==> run_1/cell_classes.png <==
Drawn at 3 px/µm. Fill, decap, tap and diode cells in grey.
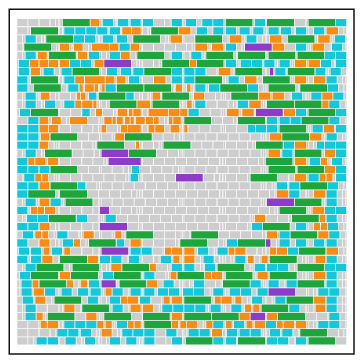
==> run_1/clock_map.png <==
Drawn at 4 px/µm.
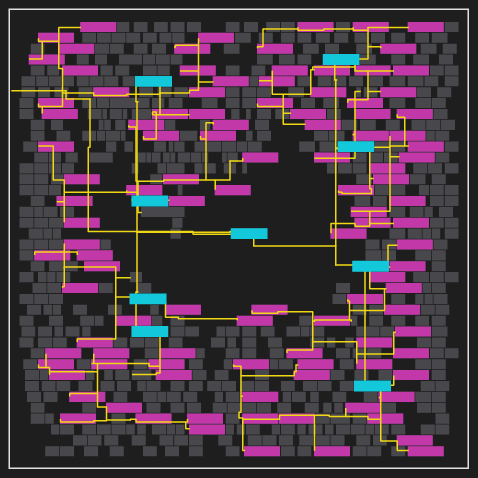
==> run_1/met1.png <==
Drawn at 4 px/µm.
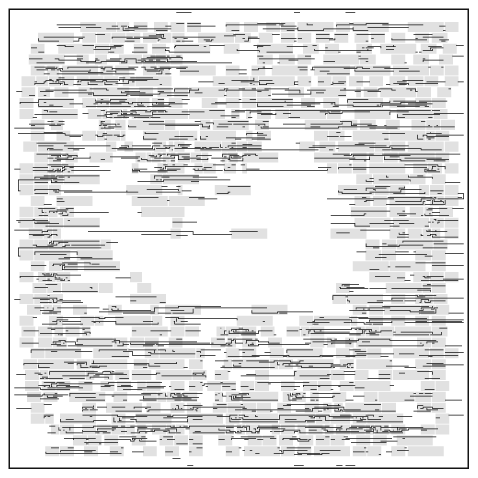
File: src/rtl/addsub_arbiter_if.sv
// Handshake and operand bundle between the issue logic, the arbiter,
// the shared addsub32 unit and the response consumer.
interface addsub_arbiter_if;
  logic        req0_valid;
  logic        req0_ready;
  logic [31:0] req0_a;
  logic [31:0] req0_b;
  logic        req0_sub;
  logic        req1_valid;
  logic        req1_ready;
  logic [31:0] req1_a;
  logic [31:0] req1_b;
  logic        req1_sub;
  logic [31:0] au_a;
  logic [31:0] au_b;
  logic        au_sub;
  logic [31:0] au_ans;
  logic        au_cout;
  logic        au_v;
  logic        rsp_valid;
  logic        rsp_ready;
  logic        rsp_id;
  logic [31:0] rsp_ans;
  logic        rsp_cout;
  logic        rsp_v;

  modport slave (
    input  req0_valid, req0_a, req0_b, req0_sub,
    output req0_ready,
    input  req1_valid, req1_a, req1_b, req1_sub,
    output req1_ready,
    output au_a, au_b, au_sub,
    input  au_ans, au_cout, au_v,
    output rsp_valid, rsp_id, rsp_ans, rsp_cout, rsp_v,
    input  rsp_ready
  );

  modport master (
    output req0_valid, req0_a, req0_b, req0_sub,
    input  req0_ready,
    output req1_valid, req1_a, req1_b, req1_sub,
    input  req1_ready,
    input  au_a, au_b, au_sub,
    output au_ans, au_cout, au_v,
    input  rsp_valid, rsp_id, rsp_ans, rsp_cout, rsp_v,
    output rsp_ready
  );
endinterface

File: src/rtl/addsub_arbiter.sv
// Round-robin scheduler sharing one external addsub32 between two requesters.
// Optional ADDSUB_ARB_SAT_EN: saturate rsp_ans on signed overflow.
module addsub_arbiter #(
  parameter int unsigned SETTLE_CYCLES = 2,
  parameter bit          RR_INIT       = 1'b0
) (
  input logic             clk,
  input logic             rst_n,
  addsub_arbiter_if.slave bus
);

  typedef enum logic [1:0] {IDLE, WAIT, RESP} state_t;

  localparam logic [3:0] LAST = 4'(SETTLE_CYCLES - 1);

  state_t      state_q, state_d;
  logic [3:0]  cnt_q;
  logic        rr_q;
  logic [31:0] a_q, b_q;
  logic        sub_q, id_q;
  logic        rv_q, rid_q, rc_q, rov_q;
  logic [31:0] rans_q;

  logic        gnt, idle, rdy0, rdy1;
  logic        accept, done, drain;
  logic [31:0] cap_ans;

  always_comb begin
    gnt    = (bus.req0_valid & bus.req1_valid) ? rr_q
                                                : bus.req1_valid;
    idle   = rst_n & (state_q == IDLE);
    rdy0   = idle & bus.req0_valid & ~gnt;
    rdy1   = idle & bus.req1_valid & gnt;
    accept = rdy0 | rdy1;
    done   = (state_q == WAIT) & (cnt_q == LAST);
    drain  = (state_q == RESP) & rv_q & bus.rsp_ready;
  end

  always_comb begin
`ifdef ADDSUB_ARB_SAT_EN
    cap_ans = bus.au_ans;
    unique case (1'b1)
      bus.au_v & bus.au_ans[31]:  cap_ans = 32'h7FFF_FFFF;
      bus.au_v & ~bus.au_ans[31]: cap_ans = 32'h8000_0000;
      default:                    cap_ans = bus.au_ans;
    endcase
`else
    cap_ans = bus.au_ans;
`endif
  end

  always_comb begin
    state_d = state_q;
    unique case (state_q)
      IDLE:    if (accept) state_d = WAIT;
      WAIT:    if (done)   state_d = RESP;
      RESP:    if (drain)  state_d = IDLE;
      default: state_d = IDLE;
    endcase
  end

  always_ff @(posedge clk or negedge rst_n) begin
    if (!rst_n) begin
      state_q <= IDLE;
    end else begin
      state_q <= state_d;
    end
  end

  always_ff @(posedge clk or negedge rst_n) begin
    if (!rst_n) begin
      cnt_q  <= '0;
      rr_q   <= RR_INIT;
      a_q    <= '0;
      b_q    <= '0;
      sub_q  <= 1'b0;
      id_q   <= 1'b0;
      rv_q   <= 1'b0;
      rid_q  <= 1'b0;
      rans_q <= '0;
      rc_q   <= 1'b0;
      rov_q  <= 1'b0;
    end else begin
      if (accept) begin
        a_q   <= gnt ? bus.req1_a : bus.req0_a;
        b_q   <= gnt ? bus.req1_b : bus.req0_b;
        sub_q <= gnt ? bus.req1_sub : bus.req0_sub;
        id_q  <= gnt;
        rr_q  <= ~gnt;
        cnt_q <= '0;
      end
      if (state_q == WAIT) begin
        cnt_q <= cnt_q + 4'd1;
      end
      if (done) begin
        rv_q   <= 1'b1;
        rid_q  <= id_q;
        rans_q <= cap_ans;
        rc_q   <= bus.au_cout;
        rov_q  <= bus.au_v;
      end
      if (drain) begin
        rv_q <= 1'b0;
      end
    end
  end

  assign bus.req0_ready = rdy0;
  assign bus.req1_ready = rdy1;
  assign bus.au_a       = a_q;
  assign bus.au_b       = b_q;
  assign bus.au_sub     = sub_q;
  assign bus.rsp_valid  = rv_q;
  assign bus.rsp_id     = rid_q;
  assign bus.rsp_ans    = rans_q;
  assign bus.rsp_cout   = rc_q;
  assign bus.rsp_v      = rov_q;

endmodule
File: src/flat_wrapper.sv
// flat-port wrapper written by rule: the top's interface ports become plain ports
module addsub_arbiter_flat 
#(
  parameter int unsigned SETTLE_CYCLES = 2,
  parameter bit          RR_INIT       = 1'b0
)
  (clk, rst_n, bus_req0_valid, bus_req0_a, bus_req0_b, bus_req0_sub, bus_req0_ready, bus_req1_valid, bus_req1_a, bus_req1_b, bus_req1_sub, bus_req1_ready, bus_au_a, bus_au_b, bus_au_sub, bus_au_ans, bus_au_cout, bus_au_v, bus_rsp_valid, bus_rsp_id, bus_rsp_ans, bus_rsp_cout, bus_rsp_v, bus_rsp_ready);
  addsub_arbiter_if bus_i ();
  input logic clk;
  input logic rst_n;
  input wire logic [$bits(bus_i.req0_valid)-1:0] bus_req0_valid;
  input wire logic [$bits(bus_i.req0_a)-1:0] bus_req0_a;
  input wire logic [$bits(bus_i.req0_b)-1:0] bus_req0_b;
  input wire logic [$bits(bus_i.req0_sub)-1:0] bus_req0_sub;
  output wire logic [$bits(bus_i.req0_ready)-1:0] bus_req0_ready;
  input wire logic [$bits(bus_i.req1_valid)-1:0] bus_req1_valid;
  input wire logic [$bits(bus_i.req1_a)-1:0] bus_req1_a;
  input wire logic [$bits(bus_i.req1_b)-1:0] bus_req1_b;
  input wire logic [$bits(bus_i.req1_sub)-1:0] bus_req1_sub;
  output wire logic [$bits(bus_i.req1_ready)-1:0] bus_req1_ready;
  output wire logic [$bits(bus_i.au_a)-1:0] bus_au_a;
  output wire logic [$bits(bus_i.au_b)-1:0] bus_au_b;
  output wire logic [$bits(bus_i.au_sub)-1:0] bus_au_sub;
  input wire logic [$bits(bus_i.au_ans)-1:0] bus_au_ans;
  input wire logic [$bits(bus_i.au_cout)-1:0] bus_au_cout;
  input wire logic [$bits(bus_i.au_v)-1:0] bus_au_v;
  output wire logic [$bits(bus_i.rsp_valid)-1:0] bus_rsp_valid;
  output wire logic [$bits(bus_i.rsp_id)-1:0] bus_rsp_id;
  output wire logic [$bits(bus_i.rsp_ans)-1:0] bus_rsp_ans;
  output wire logic [$bits(bus_i.rsp_cout)-1:0] bus_rsp_cout;
  output wire logic [$bits(bus_i.rsp_v)-1:0] bus_rsp_v;
  input wire logic [$bits(bus_i.rsp_ready)-1:0] bus_rsp_ready;
  assign bus_i.req0_valid = bus_req0_valid;
  assign bus_i.req0_a = bus_req0_a;
  assign bus_i.req0_b = bus_req0_b;
  assign bus_i.req0_sub = bus_req0_sub;
  assign bus_req0_ready = bus_i.req0_ready;
  assign bus_i.req1_valid = bus_req1_valid;
  assign bus_i.req1_a = bus_req1_a;
  assign bus_i.req1_b = bus_req1_b;
  assign bus_i.req1_sub = bus_req1_sub;
  assign bus_req1_ready = bus_i.req1_ready;
  assign bus_au_a = bus_i.au_a;
  assign bus_au_b = bus_i.au_b;
  assign bus_au_sub = bus_i.au_sub;
  assign bus_i.au_ans = bus_au_ans;
  assign bus_i.au_cout = bus_au_cout;
  assign bus_i.au_v = bus_au_v;
  assign bus_rsp_valid = bus_i.rsp_valid;
  assign bus_rsp_id = bus_i.rsp_id;
  assign bus_rsp_ans = bus_i.rsp_ans;
  assign bus_rsp_cout = bus_i.rsp_cout;
  assign bus_rsp_v = bus_i.rsp_v;
  assign bus_i.rsp_ready = bus_rsp_ready;
  addsub_arbiter #(.SETTLE_CYCLES(SETTLE_CYCLES), .RR_INIT(RR_INIT)) u_core (.clk(clk), .rst_n(rst_n), .bus(bus_i));
endmodule
File: config.mk
export PLATFORM = sky130hd
export DESIGN_NAME = addsub_arbiter_flat
export DESIGN_NICKNAME = d
export VERILOG_FILES = /design/src/rtl/addsub_arbiter_if.sv /design/src/rtl/addsub_arbiter.sv /design/src/flat_wrapper.sv
export SDC_FILE = /design/constraint.sdc
export NUM_CORES = 1
export LEC_CHECK = 0
export CORE_MARGIN = 2
export CORE_UTILIZATION = 38
export DETAILED_ROUTE_END_ITERATION = 7
export PLACE_DENSITY = 0.83
export SLEW_MARGIN = 15
export SYNTH_ARGS = -nofsm -noshare
export SYNTH_HDL_FRONTEND = slang
export SYNTH_SLANG_ARGS = --single-unit
File: constraint.sdc
create_clock -name clk -period 4 [get_ports clk]
set_input_delay 1 -clock clk [delete_from_list [all_inputs] [get_ports clk]]
set_output_delay 1 -clock clk [all_outputs]
set_load 0.005 [all_outputs]
==> notes.md, run 1 <==
Status of the implementation.

- OpenSTA lists the critical path endpoint as bus_req1_ready.
- The worst reg2reg path endpoint is u_core.bus.rsp_ans[22], for reference.
- The report lists the power per cell area as 663 nW/µm².
- In this run the VDD rail shows a maximum IR drop of 0.307 mV.
- The number of max-slew violations in the final report is 0, for reference.
- The post-CTS clock slew at the launch and capture registers of the worst setup and hold paths is 0.07 ns, for reference.
- The HPWL reported at the end of detailed placement is 10.6 mm, for reference.
- The biggest area consumer among synthesized cells is dfrtp_1, for reference.
- The total number of vias is 4142, for reference.
- Yosys reported that registers with async set or reset make up 100%.
- The final RePlAce weighted congestion is 0.780, for reference.
- The via count of the first global-routing pass is 4369.
- In the layout the commonest cells are clkdlybuf4s50_1 (270), dfrtp_1 (109), and3_1 (51), a221o_1 (51), mux2_1 (35).
- The cell count after synthesis came out at 346.
- In the finished design, the share of the clock period the worst path needs comes to 92.3%.
- The first-pass GRT wire length is 23.0 mm, for reference.
- The total of cells resized after clock tree synthesis is 0, for reference.
- The number of nets in the synthesized netlist is 517.
- The area fraction in full adders, half adders and majority gates is 0.540%, for reference.
- The number of I/O port buffers is 271, for reference.
- The multiplexer fraction of the synthesized cell area is 8.51%, for reference.
- The xor and xnor area share after synthesis is 0.378%, for reference.
- In this run the cell area of the synthesized design comes to 4630 µm².
- Sorting the synthesis cell report by count puts at the top dfrtp_1.
- The final period demand of the worst path is 3.69 ns, for reference.
- For reference, compound AND-OR and OR-AND cells occupy 17.8% of the area reported after synthesis.
- The warning total across the stage logs is 27, for reference.
- TritonCTS built the clock tree.
- The main area contributors are dfrtp_1 (59%), a221o_1 (11%), mux2_1 (8.5%), and3_1 (6.9%), a2bb2oi_1 (2.6%).
- The post-layout instance count excluding filler cells is 754, for reference.
- The number of placed instances, taps included is 739, for reference.
- In this run, post-CTS hold repair placed 0 buffers.
- The post-synth count of flops with an enable pin is 0.
- In this run the static leakage power is 3.35 nW.
- The count of state elements after synthesis is 109, for reference.
- The overall routed net length is 14.9 mm, for reference.
- The launch point of the critical path was reported as bus_req1_valid.
- In the final layout, the fill cell count is 929.
- The worst setup path is captured at an output pin.
- The data arrival time of the worst path is 2.69 ns, for reference.
- The startpoint of the lowest-slack register-to-register path is u_core.cnt_q[1], for reference.
- The run finished with clean final reports.
- The die is 114 µm tall.
- For hold timing, the worst endpoint is u_core.id_q.
- Per the detail_route report, routed wire per instance is 19.8 µm.
- The type of the setup path with the least slack is input port to output pin, for reference.
- In the final report, the number of endpoints failing setup comes to 0.
About cell_classes.png:
Purple shows clock drivers and dummy loads, cells 15, share of their area 4.0%. Green shows flip-flops, cells 109, share of their area 36%. Cyan shows other buffers and delay cells, cells 279, share of their area 37%. Orange shows all other logic, cells 204, share of their area 23%.
Final Core Density: 64.7%
design area: 7740 µm²
placeable core region: 12000 µm²
standard-cell row count: 40
share of cell area taken by flip-flops and latches: 35.3%

About clock_map.png:
Yellow shows clock wires, length 1300 µm. Cyan shows cells driving clock nets, count 9. Magenta shows flip-flops, count 109.
Position of the flops: spread over the die.
Clock Power: 0.000909 W
clock latency on the worst-skew pair: 0.34 ns
clock share of power: 17.7%
clock skew after layout: 0.00601 ns

About met1.png:
The layer carries 5910 µm of wire. The longest straight run is 48.8 µm. The layer holds 40% of the routed length. 657 nets have wire on it. The wires run mostly horizontal.

-- run 1: cell type report --
type / instances / area, µm² / share of cell area, %
timing repair buffer: 279 / 2770 / 35.8
sequential: 109 / 2730 / 35.3
multi-input combinational: 202 / 1750 / 22.6
clock buffer: 12 / 256 / 3.32
tap: 147 / 184 / 2.38
clock inverter: 3 / 43.8 / 0.566
inverter: 2 / 7.51 / 0.0970
-- run 1: critical path, stage by stage --
cell and delay, ns:
clkdlybuf4s50_1 0.67, inv_2 0.22, nor3_4 0.27, clkdlybuf4s50_1 0.53
-- run 1: routing by layer --
metal | global-route usage, % | wire length [µm] | vias to the layer above
li1 | - | - | 1872
met1 | 27.2 | 5910 | 2037
met2 | 38.5 | 7480 | 201
met3 | 5.77 | 1120 | 32
met4 | 9.84 | 424 | 0
met5 | 0 | 0 | -
==> run_1/final_clocks.png <==
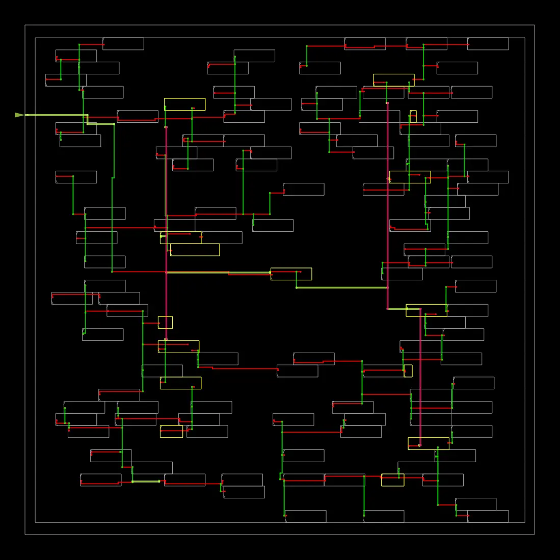

==> run 1 -> run 2 <==
==> constraint.sdc (replaced) <==
create_clock -name clk -period 3.7 [get_ports clk]
set_input_delay 0.74 -clock clk [delete_from_list [all_inputs] [get_ports clk]]
set_output_delay 0.74 -clock clk [all_outputs]
set_load 0.005 [all_outputs]
==> run_2/final_clocks.png <==
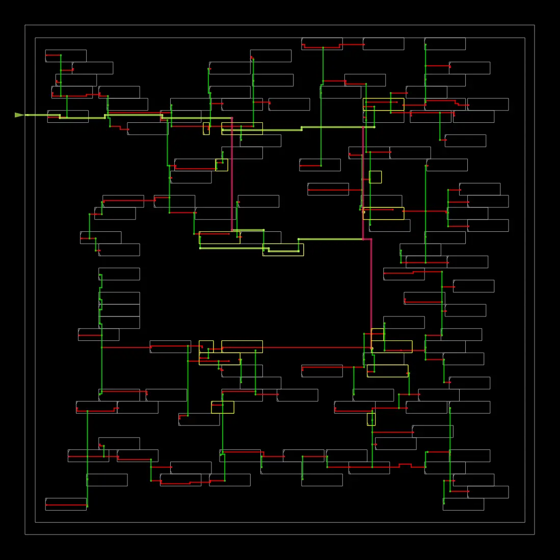
clk_buf instances: 11
clock buffer count from CTS: 9
clock skew after layout: 0.0126 ns

==> run_2/density.png <==
Drawn at 2 px/µm. 11 x 11 tiles, from black (low) to pale yellow (high), 0 to 100% covered.
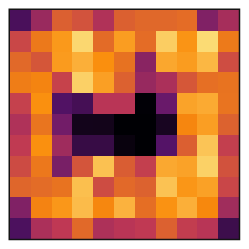
3.3% of the tiles are nearly empty. The emptiest ninth of the die: middle. The fullest tile reaches 92%. The mean over all tiles is 57%.
Final Core Density: 64.4%
floorplan utilization: 38.7%

==> run_2/met1.png <==
Drawn at 4 px/µm.
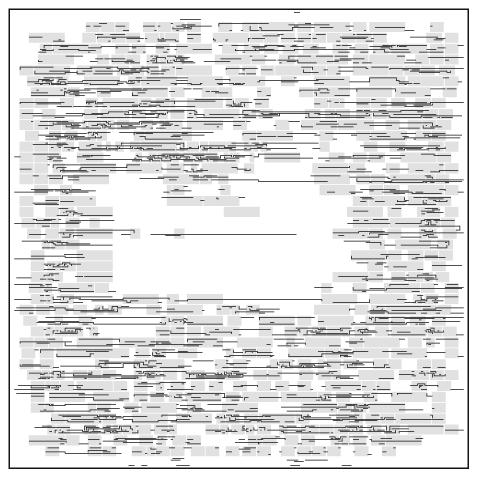
met1 track demand over resource in global routing: 26.6%
Total Routed Length: 14.4 mm
via total after detailed routing: 4085

==> run 2 against run 1 <==
Effect of this change:
- die size is the same
- via count down 1.4%
- area after synthesis stayed put
- global-route usage shrank 1.0 points
- first-iteration DRC count decreased by 16%
- critical endpoint unchanged
- highest routed layer is now met5
==> notes.md, run 2 <==
Status of the implementation.

- The synthesized net count is 517, for reference.
- The most area-hungry cell class in the final design is buffers, for reference.
- Summing the areas of all xor and xnor instances in the mapped netlist gives 0.378% of the synthesized area.
- The post-CTS hold buffer count recorded in the log is 0.
- The share of the cycle needed by the critical path after routing is 85.4%, for reference.
- The layout has 278 buffers outside the clock class.
- In the post-synthesis netlist, the cell with the most instances is dfrtp_1.
- Leaving out fill and tap cells, the most frequent cells in the layout are clkdlybuf4s50_1 (270), dfrtp_1 (109), and3_1 (51), a221o_1 (51), mux2_1 (35).
- dfrtp_1 takes more of the synthesized area than any other cell.
- The layer with the highest usage is met2, for reference.
- Per the synthesis report, the adder-cell share of the synthesized area is 0.540%.
- The count of state elements after synthesis is 109, for reference.
- Summing all multi-input logic gate instances after layout gives 1750 µm².
- The latest clock arrival within the worst-skew pair is 0.34 ns, for reference.
- The flow ran to the end, and the final reports show no timing, DRC or antenna violations.
- The worst setup path is captured at an output pin.
- The main area contributors are dfrtp_1 (59%), a221o_1 (11%), mux2_1 (8.5%), and3_1 (6.9%), a2bb2oi_1 (2.6%).
- The number of placed instances, taps included is 738, for reference.
- The number of gates resized after CTS was 0.
- Detailed routing placed a total of 7.23 mm of wire on met2.
- The setup path with the least slack is of type input port to output pin.
- The worst path in the final design needs a cycle of 3.16 ns, including I/O delays and setup.
- The post-synth design cell area is 4630 µm², for reference.
- For this design the static power due to leakage is 3.32 nW.
- The first global-routing pass estimated 22.2 mm of wire.
- The arrival time of data at the worst endpoint is listed as 2.42 ns.
- For reference, the mux area share after synthesis is 8.51%.
- The placeable core region is 12000 µm², for reference.
- The height of the chip is 114 µm, for reference.
- There are 109 flip-flops and latches.
- Per the placement log, port buffering inserted 271 buffers.
- The wire length per cell is 19.2 µm, for reference.
- The report lists the power per cell area as 708 nW/µm².
- The HPWL reported at the end of detailed placement is 10.5 mm, for reference.
- The number of cell rows is 40, for reference.
- The number of enable flip-flop cells is 0, for reference.
- The post-layout instance count excluding filler cells is 754, for reference.
- With fillers left out, the area of the finished cells amounts to 7710 µm².
- The via count of the first global-routing pass came to 4318.
- In the final layout, clock buffers and inverters account for 3.62% of the cell area.
- On the reported timing paths, the clock transition at the registers reads 0.08 ns.
- Across the whole layout, multi-input logic makes up 22.7% of the cell area.
- The detailed router reports a met3 wire length of 1.11 mm.
- The clock network power is 0.000904 W, for reference.
- The fraction of cell area in sequential cells is reported as 35.4%.
## run 2: final timing paths
path | startpoint | to | slack (ns) | cells past startpoint
max | bus_req1_valid | bus_req1_ready | 0.54 | 4
min | rst_n | u_core.bus.rsp_ans[2] | 0.48 | 2
max reg2reg | u_core.cnt_q[1] | u_core.bus.rsp_ans[31] | 1.54 | 5
min reg2reg | u_core.id_q | u_core.id_q | 0.48 | 1
max in group asynchronous | rst_n | u_core.bus.au_a[26] | 1.97 | 3
min in group clk | u_core.id_q | u_core.id_q | 0.48 | 1
## run 2: worst max-delay path: stages
cell and delay [ns]:
clkdlybuf4s50_1 0.67, inv_2 0.21, nor3_4 0.25, clkdlybuf4s50_1 0.54
Power is estimated from default activity; no workload was simulated.
